[src/rtl/jk_arb_pkg.sv]
// Shared encodings for the JK bank arbiter: JK operations and sequencer states.
package jk_arb_pkg;

    typedef enum logic [1:0] {
        ST_IDLE = 2'b00,
        ST_EXEC = 2'b01,
        ST_DONE = 2'b10
    } state_t;

    // Operations are encoded as {J,K}
    localparam logic [1:0] OP_HOLD = 2'b00;
    localparam logic [1:0] OP_CLR  = 2'b01;
    localparam logic [1:0] OP_SET  = 2'b10;
    localparam logic [1:0] OP_TGL  = 2'b11;

endpackage

[src/rtl/jk_cell.sv]
// One JK flip-flop of the shared bank: rising-edge update, asynchronous active-low clear.
module jk_cell
    import jk_arb_pkg::*;
(
    input  logic clk,
    input  logic clr,
    input  logic j,
    input  logic k,
    output logic q
);

    always_ff @(posedge clk or negedge clr) begin
        if (!clr) begin
            q <= 1'b0;
        end else begin
            case ({j, k})
                OP_HOLD: q <= q;
                OP_CLR:  q <= 1'b0;
                OP_SET:  q <= 1'b1;
                default: q <= ~q;
            endcase
        end
    end

endmodule

[src/rtl/jk_bank_arb.sv]
// Two-requester arbiter/sequencer driving a shared WIDTH-bit JK bank, one op per 3 cycles.
// Define JK_ARB_PRIO_EN for fixed priority (requester 0 wins ties); default is round-robin.
//
// state   | meaning
// --------+-----------------------------------------------------------
// ST_IDLE | waiting; samples REQ0/REQ1, latches winner's OP and MASK
// ST_EXEC | grant to winner, J/K applied, bank updates at end of cycle
// ST_DONE | acknowledge winner, J=K=0, last-served pointer updated
module jk_bank_arb
    import jk_arb_pkg::*;
#(
    parameter int WIDTH = 4
) (
    input  logic             CLK,
    input  logic             CLR,
    input  logic             REQ0,
    input  logic             REQ1,
    input  logic [1:0]       OP0,
    input  logic [1:0]       OP1,
    input  logic [WIDTH-1:0] MASK0,
    input  logic [WIDTH-1:0] MASK1,
    output logic             GNT0,
    output logic             GNT1,
    output logic             ACK0,
    output logic             ACK1,
    output logic             BUSY,
    output logic [WIDTH-1:0] J,
    output logic [WIDTH-1:0] K,
    output logic [WIDTH-1:0] Q,
    output logic [WIDTH-1:0] QN
);

    state_t           state_q, state_d;
    logic             win_q, win_d;
    logic [1:0]       op_q, op_d;
    logic [WIDTH-1:0] mask_q, mask_d;
    logic             pick1;

`ifdef JK_ARB_PRIO_EN
    assign pick1 = REQ1 & ~REQ0;
`else
    // Reset value 1 makes requester 0 win the first tie
    logic last_q;

    assign pick1 = REQ1 & (~REQ0 | ~last_q);

    always_ff @(posedge CLK or negedge CLR) begin
        if (!CLR) begin
            last_q <= 1'b1;
        end else if (state_q == ST_DONE) begin
            last_q <= win_q;
        end
    end
`endif

    always_ff @(posedge CLK or negedge CLR) begin
        if (!CLR) begin
            state_q <= ST_IDLE;
            win_q   <= 1'b0;
            op_q    <= OP_HOLD;
            mask_q  <= '0;
        end else begin
            state_q <= state_d;
            win_q   <= win_d;
            op_q    <= op_d;
            mask_q  <= mask_d;
        end
    end

    always_comb begin
        state_d = state_q;
        win_d   = win_q;
        op_d    = op_q;
        mask_d  = mask_q;
        GNT0    = 1'b0;
        GNT1    = 1'b0;
        ACK0    = 1'b0;
        ACK1    = 1'b0;
        J       = '0;
        K       = '0;
        case (state_q)
            ST_IDLE: begin
                if (REQ0 | REQ1) begin
                    win_d   = pick1;
                    op_d    = pick1 ? OP1 : OP0;
                    mask_d  = pick1 ? MASK1 : MASK0;
                    state_d = ST_EXEC;
                end
            end
            ST_EXEC: begin
                GNT0    = ~win_q;
                GNT1    = win_q;
                J       = mask_q & {WIDTH{op_q[1]}};
                K       = mask_q & {WIDTH{op_q[0]}};
                state_d = ST_DONE;
            end
            ST_DONE: begin
                ACK0    = ~win_q;
                ACK1    = win_q;
                state_d = ST_IDLE;
            end
            default: state_d = ST_IDLE;
        endcase
    end

    assign BUSY = (state_q != ST_IDLE);

    for (genvar i = 0; i < WIDTH; i++) begin : g_bank
        jk_cell u_cell (
            .clk(CLK),
            .clr(CLR),
            .j  (J[i]),
            .k  (K[i]),
            .q  (Q[i])
        );
    end

    assign QN = ~Q;

endmodule

[config.mk]
export PLATFORM = sky130hd
export DESIGN_NAME = jk_bank_arb
export DESIGN_NICKNAME = d
export VERILOG_FILES = /design/src/rtl/jk_arb_pkg.sv /design/src/rtl/jk_cell.sv /design/src/rtl/jk_bank_arb.sv
export SDC_FILE = /design/constraint.sdc
export NUM_CORES = 1
export LEC_CHECK = 0
export CORE_UTILIZATION = 40
export DETAILED_ROUTE_END_ITERATION = 6
export PLACE_DENSITY = 0.74
export SYNTH_ARGS = -nofsm -noshare
export SYNTH_HDL_FRONTEND = slang
export SYNTH_SLANG_ARGS = --single-unit
[constraint.sdc]
create_clock -name CLK -period 1.8 [get_ports CLK]
set_input_delay 0.36 -clock CLK [delete_from_list [all_inputs] [get_ports CLK]]
set_output_delay 0.36 -clock CLK [all_outputs]
set_load 0.02 [all_outputs]
run_1/layers.png
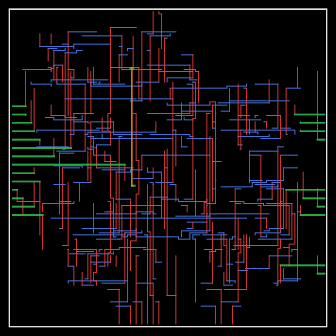
| layer | color | wire length |
|---|---|---|
| M4 | orange | 19.0 um |
| M2 | red | 1010 um |
| M3 | green | 105 um |
| M1 | blue | 762 um |

run_1/util_map.png
10 x 10 tiles, from white (low) to dark blue (high), 0 to 100% covered.
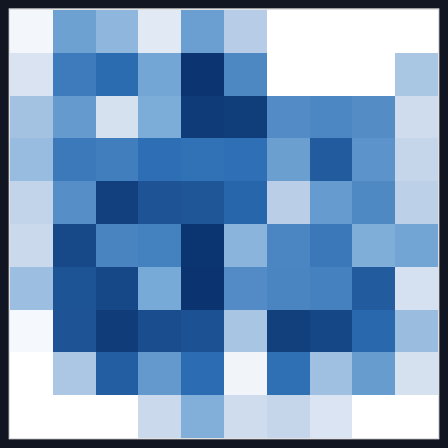
fullest tile: 99%
mean over tiles: 50%
tiles over 75% full: 25%
densest ninth of the die: middle
emptiest ninth of the die: top right
nearly empty tiles: 13%

==> out/metrics.cfg, run 1 <==
[global_routing]
grt_util_all_layers_pct = 15.9
wire_length_of_the_first_global_routing_pass_mm = 3.11
grt_max_degree = 15
first_global_vias = 766
global_route.overflow_total = 0
initial_antenna_violation_count = 0

[routing]
drc_errors = 0
postRouteWirelength_mm = 1.90
first_pass_iters = 3
antenna_left = 0
dr.first_iter.drc_count = 5
routed-via-count = 758
wire_per_inst_um = 11.9
via_per_inst = 4.77

[layout]
finalNetCount = 156
seq_cells = 14
final_core_utilization_pct = 59.5
comb_area_um2 = 487
dominant-cell-class = combinational gates
design_area_um2 = 1340
stdcell_count = 159
num_antenna_cells = 0
seq_share_pct = 26.2
num-nonclk-inverters = 15
lay_top_cells = clkdlybuf4s50_1, inv_1, dfrtp_1, buf_4, buf_2
lay_top_count = clkdlybuf4s50_1
layout.nonclk_buf_share_pct = 28.7
final.fill_count = 215
layout.area.seq_um2 = 352
count_of_multi_input_gates = 51
area_delta_synth_final_pct = 38.0
buffers_excl_clock = 47
clkbuf_count = 4
drive_gt1_share_pct = 33.6
combAreaFraction_pct = 36.3
area_share_clock_buf_inv_pct = 1.96

[cts]
clock_tree.root_cell = clkbuf_4
clock_sinks = 14
cts_hold_bufs = 0
max-clock-path-buffers = 2
clkTransAtPathRegs_ps = 80
tritoncts.num_buffers = 3
clk_latency_ps = 280
htree_levels = 1
clock_tree_from_tritoncts = done

[place]
dp_hpwl_mm = 1.53
buffer_ports.inserted = 36
placement.cell_area_um2 = 1340
dpl.cell_count = 154
pre_cts_slack_ps = -124
finalWeightedCongestion = 0.676

[timing]
achievable-frequency_mhz = 574
totalNegativeSetupSlack_ps = 0
worst_pin_slew_ps = 355
worst_hold_slack_ps = 392
worst_clock_skew_ps = 0.625
setup_slack_ps = 59.3
final_min_period_over_clock_period_pct = 96.7
finalSetupViolations = 0
max_slew_margin_pct = 76.3
report.final.slew_viol_count = 0
setup_repair_after_global_routing_missed_its_margin = false
hold_violations = 0
post-route-min-period_ps = 1740

[synth]
synthesis.nets = 118
compound_area_share_pct = 6.69
per_instance_average_area_after_synthesis_um2 = 10.3
syn_area_um2 = 972
muxShareOfSynthArea_pct = 16.2
synth.yosys.chip_area_um2 = 972
synth_cells = 94
post_synth_xor_area_fraction_pct = 0
synth.distinct_cells = 21
synth.yosys.warnings = 0
synth.logic.top_family = buffers and inverters
yosysSeqAreaShare_pct = 36.2
adder_and_majority_cell_fraction_of_the_synthesized_area_pct = 10.3
synth_flop_count = 14
simple_gate_share_of_the_synthesized_area_pct = 14.0
synth-cells-yosys = 94

[floorplanning]
num_rows = 17
die_h_um = 51.3
fp.dieArea_um2 = 2630
core_region_area_um2 = 2250
floorplan.initialDensity_pct = 43.1
die_w_um = 51.3
num_tap_cells = 28
io-pin-count = 37

[critical_path]
crit_path_cell_count = 2
timing.critical_path.from = g_bank[3].u_cell.q
reg2reg_launch_point = state_q[1]
worst-endpoint-arrival_ps = 1380
maximum_single_stage_delay_on_the_critical_path_ps = 610
worst_setup_path_category = reg2out
crit_path_max_fanout = 3
cp-start-kind = flip-flop
timing.critical_path.buf_inv = 2
critPathTopFamily = buffers and inverters
worst-r2r-cell-count = 8
cp_data_required_time_ps = 1440
crit_path_end_kind = output port
critical_path.reg2reg.endpoint = g_bank[3].u_cell.q
ff2ff_setup_slack_ps = 110
critical_path.slowest_cell = clkdlybuf4s50_1
cp_cell_sequence = inv_1 > clkdlybuf4s50_1
setup.worst_path.end = QN[3]

[job]
max_cap_viols = 0
tool_warnings = 30

[power]
peakVddDrop_mv = 0.808
cellPowerDensity_nw_per_um2 = 1630
design_power_total_mw = 2.18
leakage_nw = 0.669

[status]
run_status = complete, no violations

[worst_hold_path]
holdCritPathClass = in2async

run_1/m2.png
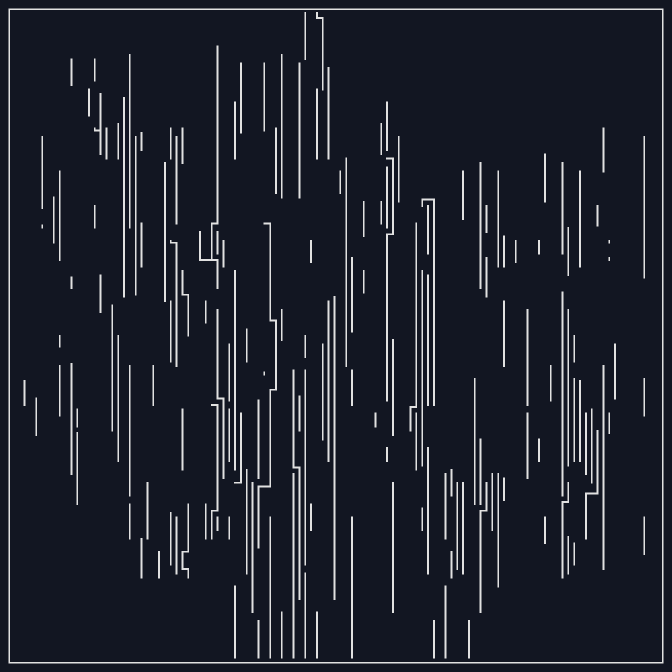
main direction: vertical
longest straight run: 23.8 um
share of all routed wire: 53%

==> run 1: power breakdown <==
part,internal (mW),leakage (nW),switching (mW)
sequential,0.485,0.163,0.115
combinational,0.715,0.491,0.678
clock,0.0859,0.0150,0.101
==> run 1: routing by layer <==
layer / share of wire [%] / global-route usage, % / vias up
li1: - / - / 380
met1: 40 / 17.2 / 350
met2: 53 / 30.9 / 26
met3: 5.5 / 3.27 / 2
met4: 1.0 / 4.05 / 0
met5: 0 / 0 / -
==> run 1: cell families (layout without fill, tap and decap cells) <==
group | count (synthesis) | count (layout)
flops | 14 | 14
simple gates | 23 | 23
buf+inv | 29 | 66
compound gates | 8 | 8
fa+ha+maj | 8 | 8
mux | 12 | 12
==> run 1: cell usage after synthesis <==
cell type / number / area, um^2
nor2_1: 3 / 11.3
nor2b_1: 1 / 6.26
nor3_1: 4 / 20.0
a21o_1: 1 / 7.51
nor3b_1: 4 / 30.0
dfrtp_1: 13 / 325
and3_1: 8 / 50.1
nand2b_1: 1 / 6.26
o2bb2ai_1: 1 / 8.76
o21ai_2: 1 / 8.76
dfstp_2: 1 / 26.3
buf_4: 12 / 90.1
mux2_4: 6 / 90.1
and2_1: 2 / 12.5
a211oi_1: 4 / 30.0
inv_1: 15 / 56.3
ha_1: 8 / 100
a21bo_1: 1 / 10.0
clkbuf_1: 1 / 3.75
buf_6: 1 / 11.3
mux2_2: 6 / 67.6
==> run 1: registers in the layout, indices dropped and copies added, names as in the netlist <==
signal,count
g_bank.u_cell.q,4
mask_q,4
op_q,2
state_q,2
last_q,1
win_q,1
==> run 1: what timing repair did <==
item,CTS,global route
setup buffers,0,1
pin swaps,0,1
gates resized,37,14
endpoints found under the setup margin,13,10
==> inputs of run 2 (changes only) <==
GPL_ROUTABILITY_DRIVEN = 0   (was default)
==> out/metrics.cfg, run 2 <==
[layout]
final_core_utilization_pct = 59.5  ; unchanged
area_delta_synth_final_pct = 38.0  ; unchanged
stdcell_count = 159  ; unchanged
layout_top_registers = g_bank.u_cell.q: 4 flops, mask_q: 4 flops
final.fill_count = 215  ; unchanged
lay_top_cells = clkdlybuf4s50_1, inv_1, dfrtp_1, buf_4, buf_2
drive_gt1_share_pct = 33.6  ; unchanged
num_antenna_cells = 0  ; unchanged
finalNetCount = 156  ; unchanged
lay_top_count = clkdlybuf4s50_1
layout.area.seq_um2 = 352  ; unchanged
design_area_um2 = 1340  ; unchanged
comb_area_um2 = 487  ; unchanged

[timing]
max_slew_margin_pct = 76.3  ; unchanged
hold_violations = 0  ; unchanged
setup_repair_after_global_routing_missed_its_margin = false
worst_hold_slack_ps = 392  ; unchanged
worst_pin_slew_ps = 355  ; unchanged
totalNegativeSetupSlack_ps = 0  ; unchanged
final_min_period_over_clock_period_pct = 96.7  ; unchanged
setup_slack_ps = 59.3  ; unchanged
achievable-frequency_mhz = 574  ; unchanged
worst_clock_skew_ps = 0.625  ; unchanged
post-route-min-period_ps = 1740  ; unchanged
finalSetupViolations = 0  ; unchanged
report.final.slew_viol_count = 0  ; unchanged

[power]
switching_share_pct = 41.0  ; unchanged
sequentialPowerShare_pct = 27.5  ; about the same
cellPowerDensity_nw_per_um2 = 1630  ; unchanged
cell_internal_pwr_mw = 1.29  ; unchanged
power_switching_mw = 0.894  ; unchanged
power.share.clock_pct = 8.6  ; about the same
peakVddDrop_mv = 0.808  ; unchanged
design_power_total_mw = 2.18  ; unchanged
leakage_nw = 0.669  ; unchanged
combPwrFrac_pct = 63.9  ; about the same

[floorplanning]
core_region_area_um2 = 2250  ; unchanged
num_rows = 17  ; unchanged
floorplan.initialDensity_pct = 43.1  ; unchanged
fp.dieArea_um2 = 2630  ; unchanged
die_h_um = 51.3  ; unchanged
io-pin-count = 37  ; unchanged
die_w_um = 51.3  ; unchanged

[critical_path]
worst_setup_path_category = reg2out
worst-endpoint-arrival_ps = 1380  ; about the same
critical_path.slowest_cell = clkdlybuf4s50_1
ff2ff_setup_slack_ps = 110  ; about the same
crit_path_cell_count = 2  ; unchanged
maximum_single_stage_delay_on_the_critical_path_ps = 610  ; about the same
cp-start-kind = flip-flop
crit_path_max_fanout = 3  ; unchanged
worst-r2r-cell-count = 8  ; unchanged
cp_data_required_time_ps = 1440  ; about the same
critPathTopFamily = buffers and inverters
crit_path_end_kind = output port
timing.critical_path.buf_inv = 2  ; unchanged
reg2reg_launch_point = state_q[1]
cp_cell_sequence = inv_1 > clkdlybuf4s50_1
critical_path.reg2reg.endpoint = g_bank[3].u_cell.q

[place]
dpl.cell_count = 154  ; unchanged
dp_hpwl_mm = 1.53  ; unchanged
buffer_ports.inserted = 36  ; unchanged
pre_cts_slack_ps = -124  ; unchanged
placement.cell_area_um2 = 1340  ; unchanged

[synth]
synth.distinct_cells = 21  ; unchanged
async_flop_share_pct = 100  ; unchanged
syn_area_um2 = 972  ; unchanged
synthTopCellsByArea = dfrtp_1, ha_1, buf_4, mux2_4, mux2_2
synthesis.nets = 118  ; unchanged
enable_flop_cells = 0  ; unchanged
synth.yosys.warnings = 0  ; unchanged
area_leader_netlist = dfrtp_1
per_instance_average_area_after_synthesis_um2 = 10.3  ; unchanged
synth_top_flop_cell = dfrtp_1
synth_cells = 94  ; unchanged
top_cells_by_count = inv_1, dfrtp_1, buf_4, and3_1, ha_1
yosysSeqAreaShare_pct = 36.2  ; unchanged
synth_flop_count = 14  ; unchanged
synth.yosys.chip_area_um2 = 972  ; unchanged
synth_top_area_share_pct = 33.5  ; unchanged
synth_dominant_cell_count = inv_1
synth-cells-yosys = 94  ; unchanged

[cts]
max-clock-path-buffers = 2  ; unchanged
clock_sinks = 14  ; unchanged
htree_levels = 1  ; unchanged
cts_hold_bufs = 0  ; unchanged
clock_tree_from_tritoncts = done
clock_tree.root_cell = clkbuf_4
clk_latency_ps = 280  ; about the same
tritoncts.num_buffers = 3  ; unchanged
clkTransAtPathRegs_ps = 80  ; about the same

[routing]
routed-via-count = 758  ; unchanged
first_pass_iters = 3  ; unchanged
postRouteWirelength_mm = 1.90  ; unchanged
dr.first_iter.drc_count = 5  ; unchanged
via_per_inst = 4.77  ; unchanged
drc_errors = 0  ; unchanged
antenna_left = 0  ; unchanged

[global_routing]
grt_util_all_layers_pct = 15.9  ; unchanged
grt_max_degree = 15  ; unchanged
wire_length_of_the_first_global_routing_pass_mm = 3.11  ; unchanged
first_global_vias = 766  ; unchanged
global_route.overflow_total = 0  ; unchanged
initial_antenna_violation_count = 0  ; unchanged

[job]
max_cap_viols = 0  ; unchanged
tool_warnings = 30  ; unchanged

[worst_hold_path]
holdCritPathClass = in2async

[status]
run_status = complete, no violations

[run 2: cell counts after synthesis]
No cell type changed its count.
[run 2: worst max path at each step]
| stage | startpoint | to | slack [ps] |
|---|---|---|---|
| floorplan | state_q[1] | g_bank[1].u_cell.q | 200 |
| global placement | REQ0 | mask_q[2] | -100 |
| detailed placement | REQ0 | mask_q[2] | -120 |
| CTS | state_q[0] | ACK1 | 0.5 |
| global route | state_q[0] | ACK1 | 1 |
| finish | g_bank[3].u_cell.q | QN[3] | 60 |
[run 2: timing repair]
| item | 4_1_cts | 5_1_grt |
|---|---|---|
| pin swaps | 0 | 1 |
| setup buffers | 0 | 1 |
| endpoints found under the hold margin | 0 | 0 |
| setup endpoints to repair | 13 | 10 |
| resized | 37 | 14 |
[run 2: layout make-up]
cell class              count  area share (%)
repair buffers             47            28.7
inverters                  15            4.20
well taps                  28            2.61
clock buffers               4            1.96
flip-flops and latches     14            26.2
multi-input cells          51            36.3
[run 2: kinds of logic (layout without fill, tap and decap cells)]
kind of cell | after synthesis | after routing | synth area share, %
simple gates | 23 | 23 | 14.0
flops | 14 | 14 | 36.2
fa+ha+maj | 8 | 8 | 10.3
buf+inv | 29 | 66 | 16.6
mux | 12 | 12 | 16.2
compound gates | 8 | 8 | 6.69
[run 2: per-layer routing]
metal / track usage [%] / up-vias / wire length [um]
li1: - / 380 / -
met1: 17.2 / 350 / 762
met2: 30.9 / 26 / 1010
met3: 3.27 / 2 / 104
met4: 4.05 / 0 / 19
met5: 0 / - / 0
[run 2: power by group through the flow]
stage / sequential [mW] / combinational, mW / clock, mW
after floorplan: 0.563 / 0.939 / 0
after global placement: 0.588 / 1.38 / 0
after detailed placement: 0.598 / 1.42 / 0
after CTS: 0.595 / 1.36 / 0.196
after global routing: 0.621 / 1.54 / 0.206
final: 0.600 / 1.39 / 0.187
run_2/layers.png
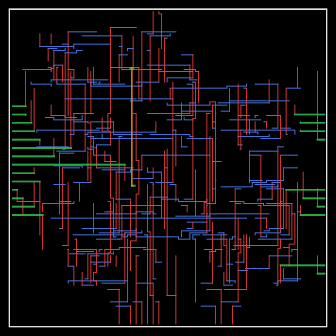
| layer | color | wire length |
|---|---|---|
| M3 | green | 105 um |
| M4 | orange | 19.0 um |
| M1 | blue | 762 um |
| M2 | red | 1010 um |

run_2/congestion_map.png
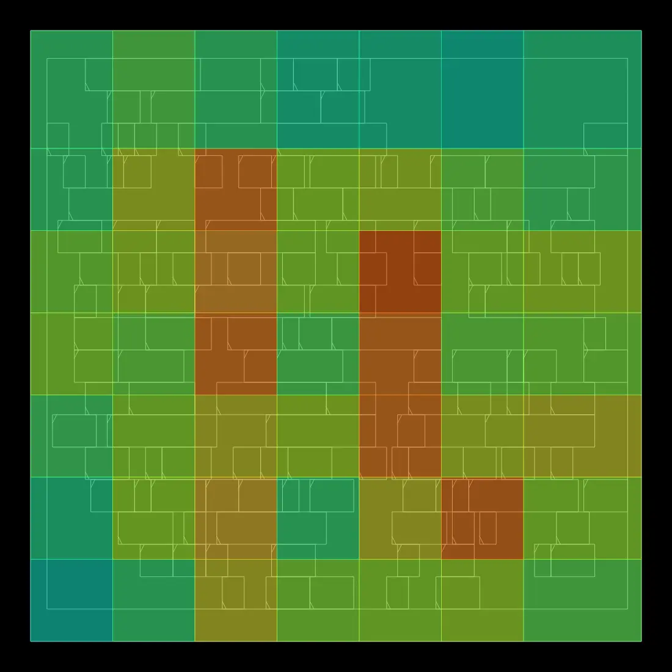
most used routing layer: met2
met1 layer usage reported by global route: 17.2%
average wire per cell in the routed design: 11.9 um

run_2/gates.png
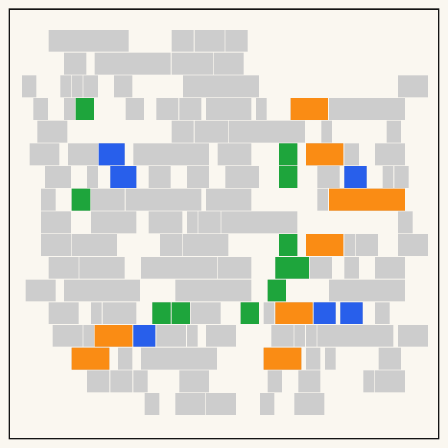
| family | color | cells | most used |
|---|---|---|---|
| and/or cells | green | 10 | and3_1 |
| fa/ha/maj cells | orange | 8 | ha_1 |
| aoi and oai cells | blue | 6 | a211oi_1 |

==> inputs of run 3 (changes only) <==
TNS_END_PERCENT = 30   (was default)
==> out/metrics.cfg, run 3 <==
[power]
top_power_group = combinational cells
power_switching_mw = 0.873  ; -2.3%
combPwrFrac_pct = 63.3  ; -0.6 points
p_comb_mw = 1.34  ; -4%
cell_internal_pwr_mw = 1.25  ; -3.0%
cellPowerDensity_nw_per_um2 = 1600  ; -1.3%
leakage_nw = 0.662  ; -1.1%
power.clock.total_mw = 0.186  ; about the same
switching_share_pct = 41.2  ; +0.16 points
power.share.clock_pct = 8.8  ; +0.2 points
seq-power_mw = 0.592  ; -1%
sequentialPowerShare_pct = 27.9  ; +0.4 points
peakVddDrop_mv = 0.802  ; -0.78%

[synth]
synth.distinct_cells = 21  ; unchanged
synthesis.nets = 118  ; unchanged
synth_dominant_cell_count = inv_1
per_instance_average_area_after_synthesis_um2 = 10.3  ; unchanged
synth.yosys.warnings = 0  ; unchanged
synthTopCellsByArea = dfrtp_1, ha_1, buf_4, mux2_4, mux2_2
area_leader_netlist = dfrtp_1
syn_area_um2 = 972  ; unchanged
enable_flop_cells = 0  ; unchanged
synth-cells-yosys = 94  ; unchanged
synth_top_flop_cell = dfrtp_1
async_flop_share_pct = 100  ; unchanged
synth.yosys.chip_area_um2 = 972  ; unchanged
synth_flop_count = 14  ; unchanged
top_cells_by_count = inv_1, dfrtp_1, buf_4, and3_1, ha_1
synth_cells = 94  ; unchanged
yosysSeqAreaShare_pct = 36.2  ; unchanged
synth_top_area_share_pct = 33.5  ; unchanged

[critical_path]
reg2reg_launch_point = state_q[0]
crit_path_end_kind = output port
worst-r2r-cell-count = 8  ; unchanged
cp-start-kind = flip-flop
cp_data_required_time_ps = 1440  ; about the same
crit_path_max_fanout = 3  ; unchanged
critical_path.reg2reg.endpoint = g_bank[3].u_cell.q
timing.critical_path.from = state_q[0]
setup.worst_path.end = GNT0
worst-endpoint-arrival_ps = 1390  ; about the same
worst_setup_path_category = reg2out
ff2ff_setup_slack_ps = 100  ; about the same

[routing]
drc_errors = 0  ; unchanged
first_pass_iters = 3  ; unchanged
wire_per_inst_um = 11.6  ; -3.1%
antenna_left = 0  ; unchanged
via_per_inst = 4.77  ; about the same
dr.first_iter.drc_count = 11  ; +6
postRouteWirelength_mm = 1.83  ; -3.7%

[layout]
finalNetCount = 155  ; -0.64%
lay_top_cells = clkdlybuf4s50_1, inv_1, dfrtp_1, buf_4
area_delta_synth_final_pct = 36.0
num_antenna_cells = 0  ; unchanged
layout_top_registers = g_bank.u_cell.q: 4 flops, mask_q: 4 flops
drive_gt1_share_pct = 32.3  ; -1.3 points
design_area_um2 = 1320  ; -1.4%

[job]
max_cap_viols = 0  ; unchanged
tool_warnings = 31  ; +3.3%

[place]
pre_cts_slack_ps = -124  ; unchanged
placement.cell_area_um2 = 1340  ; unchanged
dp_hpwl_mm = 1.53  ; unchanged
dpl.cell_count = 154  ; unchanged
buffer_ports.inserted = 36  ; unchanged

[floorplanning]
die_w_um = 51.3  ; unchanged
core_region_area_um2 = 2250  ; unchanged
io-pin-count = 37  ; unchanged
floorplan.initialDensity_pct = 43.1  ; unchanged
fp.dieArea_um2 = 2630  ; unchanged
die_h_um = 51.3  ; unchanged
num_rows = 17  ; unchanged

[timing]
worst_hold_slack_ps = 391  ; -0.619 ps
achievable-frequency_mhz = 573  ; -0.30%
max_slew_margin_pct = 76.3  ; about the same
setup_slack_ps = 54.2  ; -5.15 ps
hold_violations = 0  ; unchanged
worst_clock_skew_ps = 1.41  ; +0.781 ps
setup_repair_after_global_routing_missed_its_margin = true
post-route-min-period_ps = 1750  ; +5.15 ps
final_min_period_over_clock_period_pct = 97.0  ; +0.29 points
worst_pin_slew_ps = 356  ; +0.439 ps
finalSetupViolations = 0  ; unchanged
report.final.slew_viol_count = 0  ; unchanged

[global_routing]
grt_max_degree = 15  ; unchanged
first_global_vias = 766  ; unchanged
initial_antenna_violation_count = 0  ; unchanged
wire_length_of_the_first_global_routing_pass_mm = 3.11  ; unchanged
global_route.overflow_total = 0  ; unchanged

[status]
run_status = complete, no violations

[cts]
clock_tree.root_cell = clkbuf_4
clkTransAtPathRegs_ps = 80  ; about the same
postCtsSetupRepairBufs = 0  ; unchanged
tritoncts.num_buffers = 3  ; unchanged
max-clock-path-buffers = 2  ; unchanged
htree_levels = 1  ; unchanged
clock_tree_from_tritoncts = done
clk_latency_ps = 280  ; about the same
clock_sinks = 14  ; unchanged
cts-resized-gates = 37  ; unchanged
cts_hold_bufs = 0  ; unchanged

[worst_hold_path]
holdCritPathClass = in2async

[run 3: netlist changes by cell type in the layout (fill, tap and decap cells not counted), sizes merged]
cell | before | now
clkbuf | 8 | 7
buf | 19 | 18
clkdlybuf4s15 | 0 | 1
[run 3: through the flow]
stage	setup TNS, ps	power (mW)	util [%]
after floorplan	0	1.50	-
after global placement	-729	1.96	59.3
after detailed placement	-964	2.02	59.3
after CTS	0	2.15	59.2
after global routing	-67.4	2.30	58.7
final	0	2.12	58.7
[run 3: worst max-delay path: stages, from the launching register on]
cell             delay, ps
dfrtp_1                390
nor2b_2                160
buf_4                  130
and2_1                 140
clkdlybuf4s15_1        290
[run 3: cell families after synthesis]
kind of cell | count (synthesis) | share of synthesized area (%)
adders and majority gates | 8 | 10.3
and+or+nand+nor | 23 | 14.0
DFF | 14 | 36.2
AOI/OAI and AO/OA | 8 | 6.69
buffers and inverters | 29 | 16.6
muxes | 12 | 16.2
[run 3: final cells by class]
type	instances	area, um^2
sequential	14	352
multi-input combinational	51	474
inverter	15	56.3
tap	28	35.0
clock buffer	4	26.3
fill	221	932
timing repair buffer	46	379
[run 3: worst min-delay path by stage]
stage              start            endpoint  cells past startpoint
2_1_floorplan        CLR  g_bank[0].u_cell.q                      0
5_1_grt              CLR  g_bank[3].u_cell.q                      2
4_1_cts              CLR  g_bank[1].u_cell.q                      2
6_report             CLR  g_bank[1].u_cell.q                      2
3_5_place_dp   mask_q[1]           mask_q[1]                      1
3_3_place_gp   mask_q[0]           mask_q[0]                      1
[run 3: per-layer routing]
metal	up-vias	wire length [um]	global-route usage (%)	share of wire, %
li1	377	-	-	-
met1	348	720	17.2	39
met2	26	984	30.9	54
met3	2	107	3.27	5.8
met4	0	19	4.05	1.0
met5	-	0	0	0
run_3/gates.png
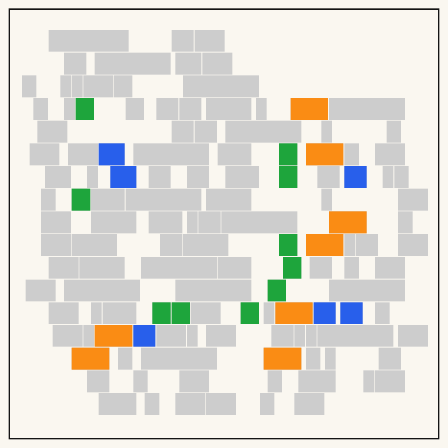
| family | color | cells | most used |
|---|---|---|---|
| aoi and oai cells | blue | 6 | a211oi_1 |
| fa/ha/maj cells | orange | 8 | ha_1 |
| and/or cells | green | 10 | and3_1 |
number of non-filler instances in the completed layout: 158
combinational share of cell area: 35.9%
most common logic cell in the routed design: clkdlybuf4s50_1

run_3/layers.png
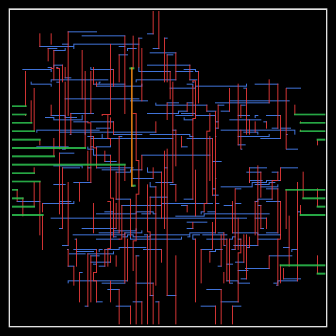
| layer | color | wire length |
|---|---|---|
| M4 | orange | 19.0 um |
| M3 | green | 107 um |
| M1 | blue | 720 um |
| M2 | red | 984 um |
total routing resource utilization after global routing: 15.9%
vias after detailed routing: 753

run_3/congestion_map.png
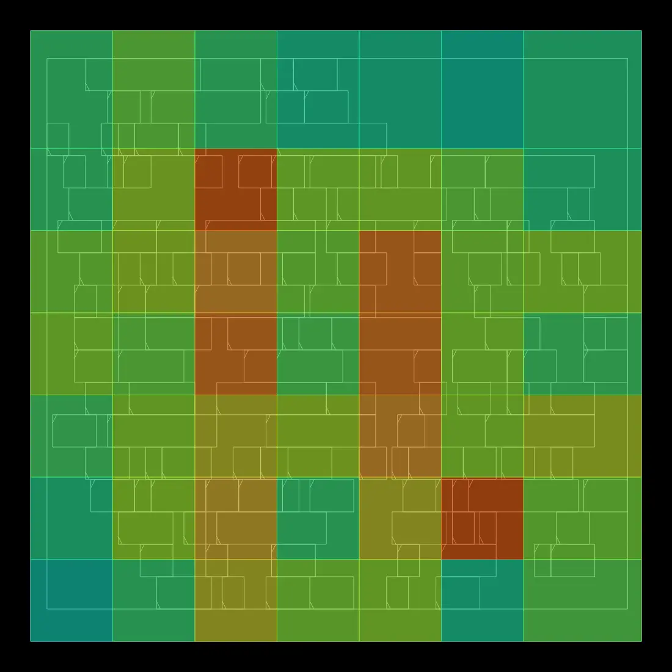
final core utilization: 58.7%
fraction of met2 tracks used by global routing: 30.9%

Power figures rest on the tool's default switching activity, not on a simulated workload.
